Design fetch_unit, sky130hd; sources not shown.
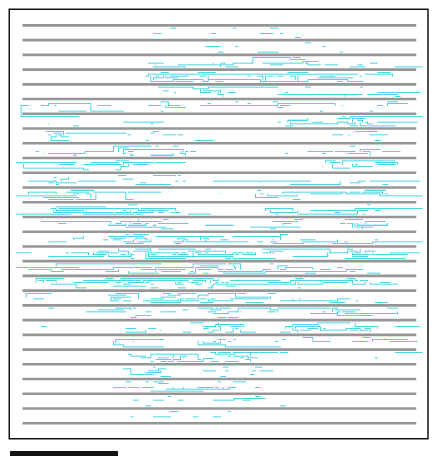
Run 1: metal 1
Scale bar: 20 um. Supply wires on this layer in gray.
The layer carries 2190 um of wire. 278 nets have wire on it.
routing usage on met1: 21.1%
Total Routed Length: 4.85 mm

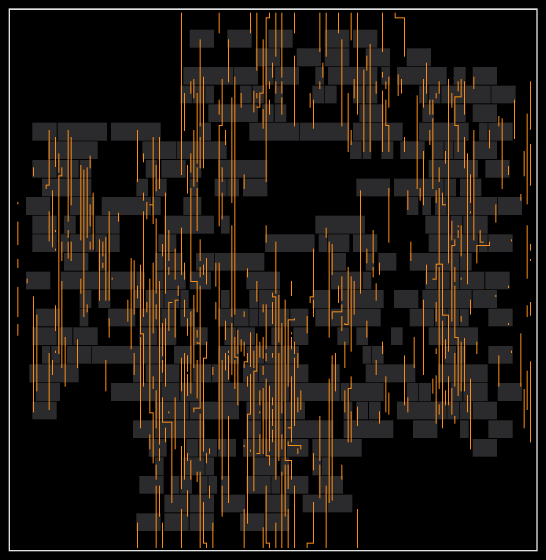
Run 1: the metal 2 layer
The layer holds 48% of the routed length. The layer carries 2320 um of wire. 268 nets have wire on it. The longest straight run is 34.7 um. The wires run mostly vertical.
met2 usage in global routing: 27.5%
vias post-DR: 1815

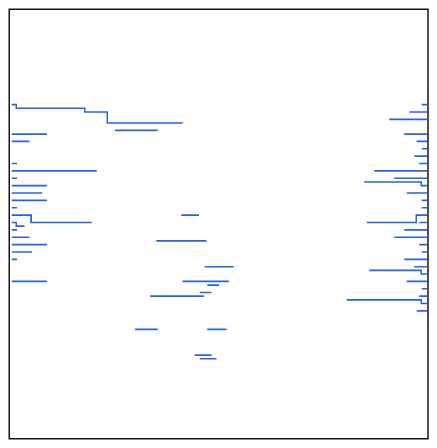
Run 1: met3 routing
54 nets have wire on it. The longest straight run is 15.4 um. The layer carries 292 um of wire. The layer holds 6.0% of the routed length.
met3 usage: 4.43%

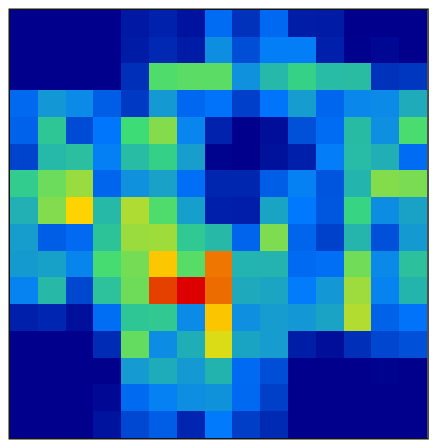
Run 1: wire density map
The die is cut into 15 by 16 equal tiles; dark blue is low, red is high, scaled to the fullest tile. Values are wire area over tile area, all layers added.
The fullest tile reaches 0.51. The mean over all tiles is 0.13. 21% of the tiles are nearly empty.
WL/cell: 13.4 um
gr usage total: 16.7%

==> reports/results.tsv, run 1 <==
metric	value	unit
antenna_found_initial	0	
cts_tree	yes	
worst_clock_skew	0.00426	ns
place_inst	355	
final_cells	363	
drc	0	
grt_max_degree	34	
ctsResizeCount	0	
overflow	0	
n_all_buffers	79	
clock.latency.late_pin	0.29	ns
areaGrowthSynthToFinish	49.4	%
fp_util	33.7	%
seq_share	31.3	%
ys_async_sr_fraction	0	%
ff2ff_path_depth	5	
finalSetupViolations	0	
netlist_area	0.00180	mm^2
log.warning_count	27	
ios	78	
final_common_cell	clkdlybuf4s50_1	
largest_reg_flops	28	
chipArea	0.00608	mm^2
dominantRegCellSynth	dfxtp_1	
status	finished, final reports clean	
die_w	77	um
clkbuf_count	6	
busiest_layer	met2	
antenna_cells	0	
dp_slack	1.42	ns
met1_length	2.19	mm
ir_drop	0.197	mV
ys_seq_share	46.7	%
sh_comb_area	31.8	%
yosysChipArea	0.00180	mm^2
avgSynthCellArea	8.10	um^2
worstSetupPathType	in -> out	
synthCells	222	
dpl.hpwl	3.42	mm
hold_path.class	reg -> reg	
logic_area	856	um^2
clock-root-buffer	clkbuf_8	
placement_rows	27	
dr_wl_met2	2.32	mm
cap_violations	0	
port-buffer-count	76	
whs	0.468	ns
max_slew_margin	35.0	%
fin_nets	326	
fillerInstances	554	
p_per_area	290	mW/mm^2
hold_viol_final	0	
nonClkBufAreaFrac	29.0	%
comb_cells	155	
whs_path_depth	2	
most-common-layout-cells	75 x clkdlybuf4s50_1, 42 x dfxtp_1, 33 x nand2_1, 30 x nand3_1, 29 x a21oi_1	
endpoint_kind	output port	
h-tree-depth	2	
rsz0062_at_grt	no	
power.total	0.000779	W
seq_cells	42	
inverters	7	
nWellTaps	72	
cts_sinks	42	
slew_viol_final	0	
top_area_share	46.7	%
topCellsByArea	dfxtp_1 47%, nand3_1 8.3%, a21oi_1 8.1%	
common_cells	42 x dfxtp_1, 33 x nand2_1, 30 x nand3_1	
final_layout_size_suffix_gt1_share	6.19	%
clockBufferDepth	2	
place.gp.congestion	0.788	
p_leak	0.953	nW
ys_cells	222	
clkTransAtPathRegs	0.08	ns
grt_pass1_vias	1687	
seq_area	841	um^2
antenna_left	0	
numCtsBuffers	5	
ys.flops	42	
==> run 1: power by group <==
group	switching (W)	total, W	internal, W
clock network	0.000120	0.000235	0.000116
registers	0.0000149	0.000378	0.000363
logic	0.000100	0.000166	0.0000657
total	0.000235	0.000779	0.000544
==> run 1: kinds of logic (layout without fill, tap and decap cells) <==
logic type | after synthesis | in the layout | synth area share (%)
simple gates | 99 | 99 | 26.8
buf+inv | 25 | 94 | 5.70
fa+ha+maj | 2 | 2 | 1.39
other cells | 1 | 1 | 0.208
flops | 42 | 42 | 46.7
xor+xnor | 6 | 6 | 2.92
compound gates | 47 | 47 | 16.2
==> run 1: worst max-delay path, stage by stage <==
cell,delay (ns)
clkdlybuf4s50_1,0.64
or2_2,0.40
nand2b_1,0.17
inv_1,0.06
buf_4,0.19
Run 1, track usage over the die:
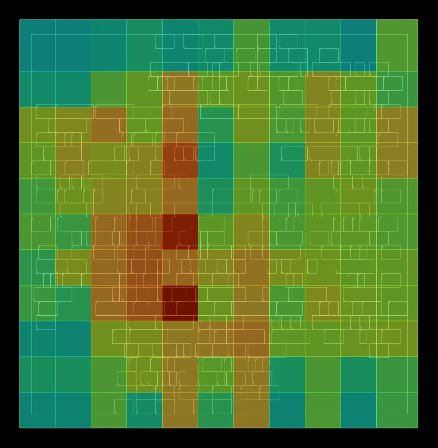

==> inputs of run 2 (changes only) <==
--- a/config.mk
+++ b/config.mk
@@ -9,7 +9,7 @@
 export CTS_CLUSTER_DIAMETER = 80
 export DETAILED_ROUTE_END_ITERATION = 12
 export DIE_AREA = 0 0 77 79
-export PLACE_DENSITY = 0.76
+export PLACE_DENSITY = 0.79
 export SLEW_MARGIN = 20
 export SYNTH_ARGS = -nofsm -noshare
 export SYNTH_HDL_FRONTEND = slang
==> constraint.sdc (replaced) <==
create_clock -name clk -period 2.7 [get_ports clk]
set_input_delay 0.54 -clock clk [delete_from_list [all_inputs] [get_ports clk]]
set_output_delay 0.54 -clock clk [all_outputs]
set_load 0.05 [all_outputs]
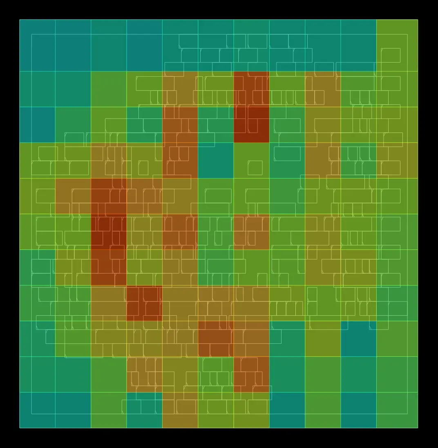
Run 2: track usage over the die
met2 usage in global routing: 28.1%
met3 usage: 4.89%
busiest grt layer: met2
gr usage total: 16.5%

==> run 2 against run 1 <==
Sequential share of layout area is 0.36 points lower. Via count is 2.1% higher. Synthesized area stayed put. Die size stayed put. Core utilization is 0.59 points higher. Cell count is 0.83% higher. Worst hold slack worse by 0.0018 ns. Synthesized cell count stayed put. Global-route usage is 0.24 points lower. Critical path depth is 1 higher. First-iteration DRC count is 38% lower. Combinational power is 81% higher. Critical endpoint unchanged. Largest power group unchanged.
==> reports/results.tsv, run 2 <==
metric	value	unit	change
port-buffer-count	76		unchanged
final_layout_size_suffix_gt1_share	6.80	%	+0.62 points
ios	78		unchanged
fin_nets	329		+0.92%
inverters	7		unchanged
hold_path.class	reg -> reg		
logic_area	856	um^2	unchanged
netlist_area	0.00180	mm^2	unchanged
finalSetupViolations	0		unchanged
numCtsBuffers	5		unchanged
drc	0		unchanged
rsz0062_at_grt	no		
worst_clock_skew	0.00823	ns	+0.00397 ns
comb_cells	155		unchanged
max_slew_margin	64.7	%	+30 points
final_cells	366		+0.83%
status	finished, final reports clean		
fp_util	33.7	%	unchanged
cpMostUsedCell	nand2b_1		
clkbuf_count	7		+1
worstSetupPathType	in -> out		
cpMaxStageDelayCell	clkdlybuf4s50_1		
ff2ff_path_depth	5		unchanged
fillerInstances	554		unchanged
cts_tree	yes		
route.final.wire_length	4.99	mm	+2.8%
slew_viol_final	0		unchanged
cp.depth	6		+1
dominantRegCellSynth	dfxtp_1		
cap_violations	0		unchanged
nonClkBufAreaFrac	30.0	%	+0.95 points
ys_cells	222		unchanged
p_per_area	509	mW/mm^2	+76%
areaGrowthSynthToFinish	51.2	%	
dp_slack	0.198	ns	-1.22 ns
clockBufferDepth	2		unchanged
grt_pass1_vias	1753		+3.9%
cp_slowest_stage_delay	0.49	ns	-0.15 ns
n_all_buffers	82		+3.8%
largest_reg_flops	28		unchanged
cp_top_family	buffers and inverters		
log.warning_count	27		unchanged
power.total	0.00139	W	+78%
die_w	77	um	unchanged
h-tree-depth	2		unchanged
clock.latency.late_pin	0.29	ns	about the same
==> run 2: per-layer routing <==
layer	wire (um)	track usage, %	vias up
met5	0	0	-
met2	2360	28.1	62
met3	301	4.89	12
li1	-	-	914
met1	2210	19.7	865
met4	106	6.43	0
==> run 2: cell families (layout without fill, tap and decap cells) <==
group / after synthesis / count (layout) / share of synthesized area [%]
buf+inv: 25 / 97 / 5.70
other cells: 1 / 1 / 0.208
flops: 42 / 42 / 46.7
xor+xnor: 6 / 6 / 2.92
fa+ha+maj: 2 / 2 / 1.39
compound gates: 47 / 47 / 16.2
simple gates: 99 / 99 / 26.8
==> run 2: power by group <==
group | total (W) | internal [W] | switching [W]
combinational | 0.000300 | 0.000121 | 0.000179
clock | 0.000413 | 0.000206 | 0.000207
sequential | 0.000672 | 0.000645 | 0.0000274
No activity file was given, so power comes from the tool's default toggle rates.
